$ cat config.mk
export PLATFORM = sky130hd
export DESIGN_NAME = data_bus_arbiter
export DESIGN_NICKNAME = d
export VERILOG_FILES = /design/src/rtl/cpu_pkg.sv /design/src/rtl/bus_timeout_counter.sv /design/src/rtl/data_bus_arbiter.sv
export SDC_FILE = /design/constraint.sdc
export NUM_CORES = 1
export LEC_CHECK = 0
export CAP_MARGIN = 30
export CORE_MARGIN = 2
export CORE_UTILIZATION = 38
export CTS_CLUSTER_DIAMETER = 100
export DETAILED_ROUTE_END_ITERATION = 6
export PLACE_DENSITY = 0.76
export REMOVE_ABC_BUFFERS = 1
export SLEW_MARGIN = 20
export SYNTH_ARGS = -nofsm -noshare
export SYNTH_HDL_FRONTEND = slang
export SYNTH_HIERARCHICAL = 1
export SYNTH_SLANG_ARGS = --single-unit
$ cat constraint.sdc
create_clock -name clk -period 4.2 [get_ports clk]
set_clock_uncertainty 0.15 [all_clocks]
set_input_delay 0.42 -clock clk [delete_from_list [all_inputs] [get_ports clk]]
set_output_delay 0.42 -clock clk [all_outputs]
set_load 0.02 [all_outputs]
$ cat src/rtl/cpu_pkg.sv
// rtl/cpu_pkg.sv - shared arbiter state, master ids and bus op encoding
//
// Purpose: types and constants shared by the data bus arbiter and the control unit.
// Contents: arb_state_t (ARB_IDLE/ARB_BUSY/ARB_DONE), MST_CPU/MST_AUX master ids,
//           bus_op_t (BUS_OP_NONE/READ/WRITE), req_to_op() strobe-pair decoder.
package cpu_pkg;

    typedef enum logic [1:0] {
        ARB_IDLE = 2'd0,
        ARB_BUSY = 2'd1,
        ARB_DONE = 2'd2
    } arb_state_t;

    localparam logic MST_CPU = 1'b0;
    localparam logic MST_AUX = 1'b1;

    typedef enum logic [1:0] {
        BUS_OP_NONE  = 2'd0,
        BUS_OP_READ  = 2'd1,
        BUS_OP_WRITE = 2'd2
    } bus_op_t;

    // A master raising read and write together is serviced as a write.
    function automatic bus_op_t req_to_op(input logic rd, input logic wr);
        if (wr) begin
            return BUS_OP_WRITE;
        end else if (rd) begin
            return BUS_OP_READ;
        end
        return BUS_OP_NONE;
    endfunction

endpackage

$ cat src/rtl/bus_timeout_counter.sv
// rtl/bus_timeout_counter.sv - counts wait cycles of one bus access and flags expiry
//
// Purpose: counts cycles while enable is high; expired marks the LIMIT-th enabled cycle.
// Ports:
//   clk     in  clock, rising edge
//   reset   in  asynchronous active-high reset
//   enable  in  access in progress, count this cycle
//   clear   in  return the count to zero (has priority over enable)
//   expired out high during the LIMIT-th enabled cycle; never high when LIMIT = 0
module bus_timeout_counter #(
    parameter int LIMIT = 16
) (
    input  logic clk,
    input  logic reset,
    input  logic enable,
    input  logic clear,
    output logic expired
);

    generate
        if (LIMIT == 0) begin : g_off
            assign expired = 1'b0;
        end else begin : g_on
            localparam int CW = $clog2(LIMIT + 1);
            logic [CW-1:0] count;

            // Saturates at LIMIT, so the count can never wrap back into range.
            always_ff @(posedge clk or posedge reset) begin
                if (reset) begin
                    count <= '0;
                end else if (clear) begin
                    count <= '0;
                end else if (enable && (count != CW'(LIMIT))) begin
                    count <= count + 1'b1;
                end
            end

            // The count holds the number of cycles already spent, so the cycle
            // in which it equals LIMIT-1 is the last one allowed.
            assign expired = enable && (count == CW'(LIMIT - 1));
        end
    endgenerate

endmodule

$ cat src/rtl/data_bus_arbiter.sv
// rtl/data_bus_arbiter.sv - two-master arbiter for the synchronous-read data bus
//
// Purpose: shares the slave bus between the CPU data port (m0) and a secondary master (m1),
//          sequencing each access IDLE -> BUSY -> DONE with wait-state and timeout support.
// Ports:
//   clk, reset                        clock / asynchronous active-high reset
//   mX_read, mX_write, mX_addr, mX_wdata  requests, held until mX_ack
//   mX_rdata, mX_ack, mX_err          one-cycle completion with read data / timeout flag
//   bus_read, bus_write, bus_addr, bus_wdata  registered slave strobes and payload
//   bus_rdata, bus_ready              slave read data and completion
//   cpu_stall                         CPU access outstanding and not completing this cycle
import cpu_pkg::*;

module data_bus_arbiter #(
    parameter int ADDR_W  = 32,
    parameter int DATA_W  = 32,
    parameter int FAIR    = 1,
    parameter int TIMEOUT = 16
) (
    input  logic              clk,
    input  logic              reset,
    input  logic              m0_read,
    input  logic              m0_write,
    input  logic [ADDR_W-1:0] m0_addr,
    input  logic [DATA_W-1:0] m0_wdata,
    output logic [DATA_W-1:0] m0_rdata,
    output logic              m0_ack,
    output logic              m0_err,
    input  logic              m1_read,
    input  logic              m1_write,
    input  logic [ADDR_W-1:0] m1_addr,
    input  logic [DATA_W-1:0] m1_wdata,
    output logic [DATA_W-1:0] m1_rdata,
    output logic              m1_ack,
    output logic              m1_err,
    output logic              bus_read,
    output logic              bus_write,
    output logic [ADDR_W-1:0] bus_addr,
    output logic [DATA_W-1:0] bus_wdata,
    input  logic [DATA_W-1:0] bus_rdata,
    input  logic              bus_ready,
    output logic              cpu_stall
);

    arb_state_t        state;
    logic              grant;
    logic              last_grant;
    logic              m0_req;
    logic              m1_req;
    logic              winner;
    bus_op_t           win_op;
    logic [ADDR_W-1:0] win_addr;
    logic [DATA_W-1:0] win_wdata;
    logic [DATA_W-1:0] cap_rdata;
    logic              expired;

    assign m0_req    = m0_read | m0_write;
    assign m1_req    = m1_read | m1_write;
    assign cpu_stall = m0_req & ~m0_ack;

    // Contention goes to the master that did not own the previous access when
    // fair; otherwise the CPU always wins.
    always_comb begin
        winner = MST_CPU;
        if (m0_req && m1_req) begin
            if ((FAIR != 0) && (last_grant == MST_CPU)) begin
                winner = MST_AUX;
            end
        end else if (m1_req) begin
            winner = MST_AUX;
        end
    end

    always_comb begin
        win_op    = req_to_op(m0_read, m0_write);
        win_addr  = m0_addr;
        win_wdata = m0_wdata;
        if (winner == MST_AUX) begin
            win_op    = req_to_op(m1_read, m1_write);
            win_addr  = m1_addr;
            win_wdata = m1_wdata;
        end
    end

    // Writes return zero so rdata is only ever slave data for a completed read.
    assign cap_rdata = (bus_ready && bus_read) ? bus_rdata : '0;

    bus_timeout_counter #(
        .LIMIT (TIMEOUT)
    ) u_timeout (
        .clk     (clk),
        .reset   (reset),
        .enable  (state == ARB_BUSY),
        .clear   (state != ARB_BUSY),
        .expired (expired)
    );

    always_ff @(posedge clk or posedge reset) begin
        if (reset) begin
            state      <= ARB_IDLE;
            grant      <= MST_CPU;
            last_grant <= MST_AUX;
            bus_read   <= 1'b0;
            bus_write  <= 1'b0;
            bus_addr   <= '0;
            bus_wdata  <= '0;
            m0_ack     <= 1'b0;
            m0_err     <= 1'b0;
            m0_rdata   <= '0;
            m1_ack     <= 1'b0;
            m1_err     <= 1'b0;
            m1_rdata   <= '0;
        end else begin
            case (state)
                ARB_IDLE: begin
                    if (m0_req || m1_req) begin
                        bus_read   <= (win_op == BUS_OP_READ);
                        bus_write  <= (win_op == BUS_OP_WRITE);
                        bus_addr   <= win_addr;
                        bus_wdata  <= win_wdata;
                        grant      <= winner;
                        last_grant <= winner;
                        state      <= ARB_BUSY;
                    end
                end
                ARB_BUSY: begin
                    // A ready slave completes normally even in the expiry cycle.
                    if (bus_ready || expired) begin
                        bus_read  <= 1'b0;
                        bus_write <= 1'b0;
                        bus_addr  <= '0;
                        bus_wdata <= '0;
                        m0_ack    <= (grant == MST_CPU);
                        m1_ack    <= (grant == MST_AUX);
                        m0_err    <= (grant == MST_CPU) && !bus_ready;
                        m1_err    <= (grant == MST_AUX) && !bus_ready;
                        m0_rdata  <= (grant == MST_CPU) ? cap_rdata : '0;
                        m1_rdata  <= (grant == MST_AUX) ? cap_rdata : '0;
                        state     <= ARB_DONE;
                    end
                end
                ARB_DONE: begin
                    m0_ack   <= 1'b0;
                    m0_err   <= 1'b0;
                    m0_rdata <= '0;
                    m1_ack   <= 1'b0;
                    m1_err   <= 1'b0;
                    m1_rdata <= '0;
                    state    <= ARB_IDLE;
                end
                default: begin
                    state <= ARB_IDLE;
                end
            endcase
        end
    end

endmodule

### Register map, names as in the netlist, run 1

Scale bar: 50 um.
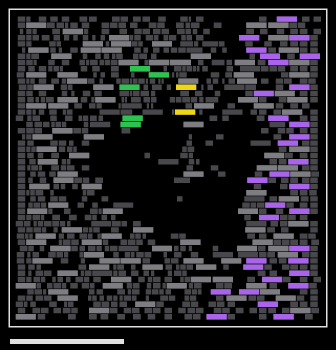
- green: u_timeout/g_on.count (sequential cells 5; where north)
- yellow: state (sequential cells 2)
- purple: m1_rdata (sequential cells 32; where a vertical strip on the right)
- not colored: 104

### Placement by cell class, run 1

Scale bar: 50 um.
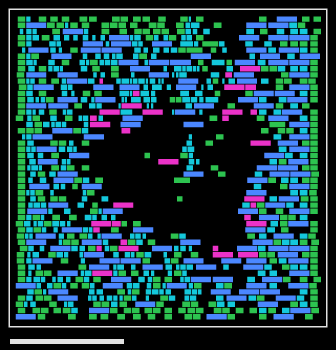
- blue: registers (cells 143; share of their area 35%)
- green: remaining buffers and delay cells (cells 318; share of their area 31%)
- cyan: remaining logic cells (cells 384; share of their area 28%)
- magenta: clock drivers and dummy loads (cells 32; share of their area 5.5%)

### Gate families picked out, run 1

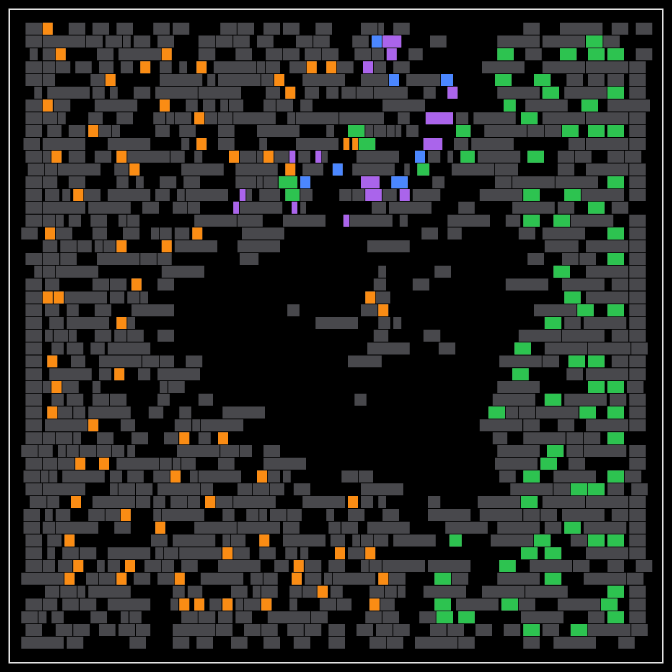
- orange: nand cells (cells 69; most used nand4_1)
- purple: nor cells (cells 15; most used nor2_1; where north)
- green: non-inverting ao/oa cells (cells 73; most used a32o_1)
- blue: and/or cells (cells 7; where north)
non-filler cells in the finished layout: 1108
dominant logic cell type in the layout: sky130_fd_sc_hd__clkdlybuf4s50_1
multi-input logic portion of the cell area: 0.270

[run 1: worst min path at each step]
| stage | cells past startpoint | slack, ns | startpoint | end |
|---|---|---|---|---|
| after floorplan | 1 | 0.05 | reset | u_timeout/g_on.count[0] |
| after global placement | 1 | 0.31 | m1_ack | m1_ack |
| after detailed placement | 1 | 0.33 | m0_rdata[18] | m0_rdata[18] |
| after CTS | 2 | 0.20 | reset | u_timeout/g_on.count[3] |
| after global routing | 2 | 0.22 | reset | u_timeout/g_on.count[1] |
| final | 2 | 0.21 | reset | u_timeout/g_on.count[1] |
[run 1: cell families after synthesis]
group	count (synthesis)
AOI/OAI and AO/OA	277
xor gates and xnor gates	1
adders and majority gates	3
buffers and inverters	101
DFF	143
muxes	2
and+or+nand+nor	91
==> git commit body, run 1 <==
Add synthesis and place-and-route results

* Run status: completed
* Number of multi-input combinational cells in the layout: 374
* OpenROAD warning count: 26
- Clock network power: 1.45 mW
- Relative contribution of the clock network to total power: 0.206
- TritonCTS clock tree: yes
* Worst R2R Path Depth: 8
* Met3 Track Usage GR: 0.0832
- Per the final layout report, the fraction of cells sized above drive strength 1 comes to 0.0753.
- Average cell area after synthesis: 11.1 um^2
- Class of the tightest hold or removal check: in2async
- Data arrival, critical path: 2.23 ns
- The power report attributes to the sequential group a share of 0.307.
- Multiplexer share of the synthesized area: 0.00363
* AND-OR/OR-AND share of the synthesized area: 0.314
- Post-Syn Instances: 618
- STA reports a reg2reg setup slack of 1.65 ns.
- Total global-route track usage over all layers is 0.243.
- The final timing report derives a shortest allowable period of 2.80 ns.
- Routed signal wires occupy layers up through met4.
- PortBufs: 301
* Share of final layout cell area taken by clock buffers and inverters: 0.0533
* Maximum cell stage delay along the critical path: 0.69 ns
* Clock slew seen by the registers of the worst setup and hold paths: 0.06 ns
- Critical Path Fanout Max: 5
- End of the worst register-to-register path: bus_wdata[2]
- Switching part of the total: 0.422
* Crit-path cells: clkdlybuf4s50_1 -> or2_2 -> nor2b_1 -> clkdlybuf4s50_1
- Finished Cell Area: 10500 um^2
- The area fraction of the largest cell type after synthesis is 0.516.
- Grouping stages by cell kind, the critical path spends the most delay in buffers and inverters.
* Reg-to-reg startpoint: u_timeout/g_on.count[0]
- Number of optimization iterations in the first detailed-route pass: 4
- Die width: 139 um
- The fraction of cell area in sequential cells is reported as 0.341.
- Entering global routing, the biggest net connects 79 pins.
- Area of all sequential standard cells: 3580 um^2
- Largest Pwr Group: combinational logic
* Final Hold Fails: 0
* Buffers & Inverters on Critical Path: 2
- Yosys Chip Area: 6890 um^2
- Looking at the clock tree report, the H-tree level count equals 4.
* HPWL Detailed: 15200 um
* Largest cell class by area: flip-flops and latches
- The worst setup path is launched from an input port.
- In the finished design, the share of the clock period the worst path needs comes to 0.667.
- Setup repair bufs after CTS: 0
- Dominant non-sequential cell family after synthesis: AND-OR/OR-AND gates
==> run 2, diff against run 1 <==
==> constraint.sdc (replaced) <==
create_clock -name clk -period 2.5 [get_ports clk]
set_clock_uncertainty 0.15 [all_clocks]
set_input_delay 0.25 -clock clk [delete_from_list [all_inputs] [get_ports clk]]
set_output_delay 0.25 -clock clk [all_outputs]
set_load 0.02 [all_outputs]
==> git commit body, run 2 <==
Add synthesis and place-and-route results

- Number of optimization iterations in the first detailed-route pass: 5
- Multiplexer share of the synthesized area: 0.00363
- The worst register-to-register path has a setup slack of 0.13 ns.
- Maximum number of pins on one net before global-route repair: 94
- On the critical path the data arrives at 2.51 ns.
* AND-OR/OR-AND share of the synthesized area: 0.314
- Portion of the clock cycle consumed by the worst path in the final layout: 0.947
- Class of the tightest hold or removal check: in2reg
- PortBufs: 301
- After detailed routing, no signal wire sits above met4.
- Yosys top cell area share: 0.516
* Die width: 139 um
- Max fanout on the critical path was recorded as 34.
- In the final layout, the share of cells above drive strength 1 is 0.0825.
- The endpoint identified for the worst register-to-register timing path is m1_rdata[27].
* Largest delay contributor family on the critical path: simple AND/OR/NAND/NOR gates
* Hold Path Sink: bus_addr[16]
* Met3 Track Usage GR: 0.0839
- TritonCTS clock tree: yes
- Post-Syn Instances: 618
- In the synthesis report, Yosys lists the chip area as 6890 um^2.
- Non-filler cells in the finished layout: 1114
* Setup repair bufs after CTS: 0
- The average instance in the mapped netlist occupies 11.1 um^2.
- Run status: completed
- Clock slew seen by the registers of the worst setup and hold paths: 0.07 ns
- The timing report notes that buffer and inverter cells on the critical path total 1.
* GRT Total Usage: 0.245
- Startpoint of the most critical hold path: m1_addr[16]
- Clock H-tree levels: 4
- The routed design could run at a clock period as short as 2.37 ns.
- Dominant logic cell type in the layout: sky130_fd_sc_hd__clkdlybuf4s50_1
- The clock network power reported by the tool is 2.41 mW.
- Listed in order, past its start point the critical path passes ha_1 -> and3_1 -> ha_1 -> and2_1 -> o21a_1 -> and3_1 -> buf_12 -> a32o_1.
- For this run, the slowest stage of the critical path takes 0.41 ns.
[run 2: cell counts after synthesis]
No cell type changed its count.
[run 2: final cells by class]
| class | count | area [um^2] | share of cell area |
|---|---|---|---|
| clock buffers | 18 | 439 | 0.0412 |
| multi-input cells | 374 | 2840 | 0.266 |
| inverters | 10 | 42.5 | 0.00399 |
| repair buffers | 326 | 3350 | 0.315 |
| well taps | 229 | 287 | 0.0269 |
| flip-flops and latches | 143 | 3580 | 0.336 |
| clock inverters | 14 | 120 | 0.0113 |
[run 2: what timing repair did]
action                                  CTS  global route
endpoints found under the hold margin     5             0
endpoints found under the setup margin    0             0
hold buffers                              1             0
resized                                   0             0
### Register map, names as in the netlist, run 2

Scale bar: 50 um.
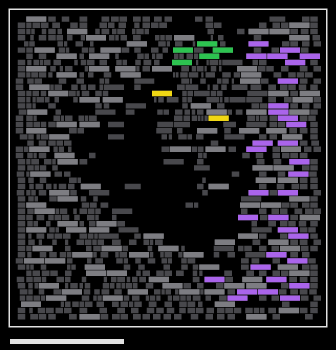
- purple: m1_rdata (sequential cells 32; where a vertical strip on the right)
- green: u_timeout/g_on.count (sequential cells 5)
- yellow: state (sequential cells 2)
- not colored: 104

### Clock network drawn from the DEF, run 2

Scale bar: 50 um.
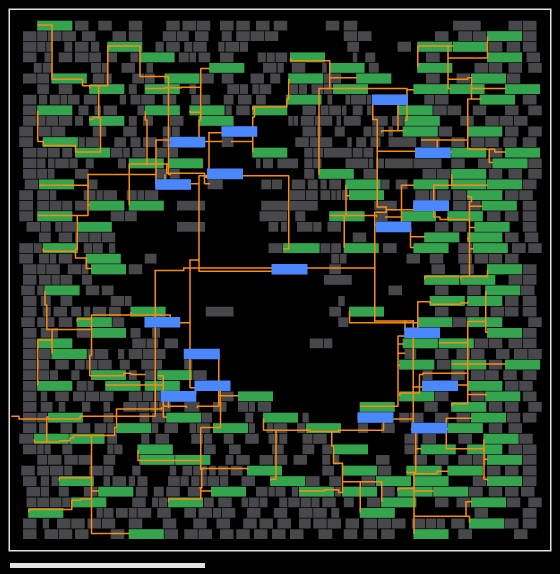
- blue: clock-net drivers (count 17)
- orange: clock wires (length 1920 um)
- green: flip-flops (count 143)
- flops lie: widely spread
- routed clock nets: 18

Power and IR drop assume default switching activity.
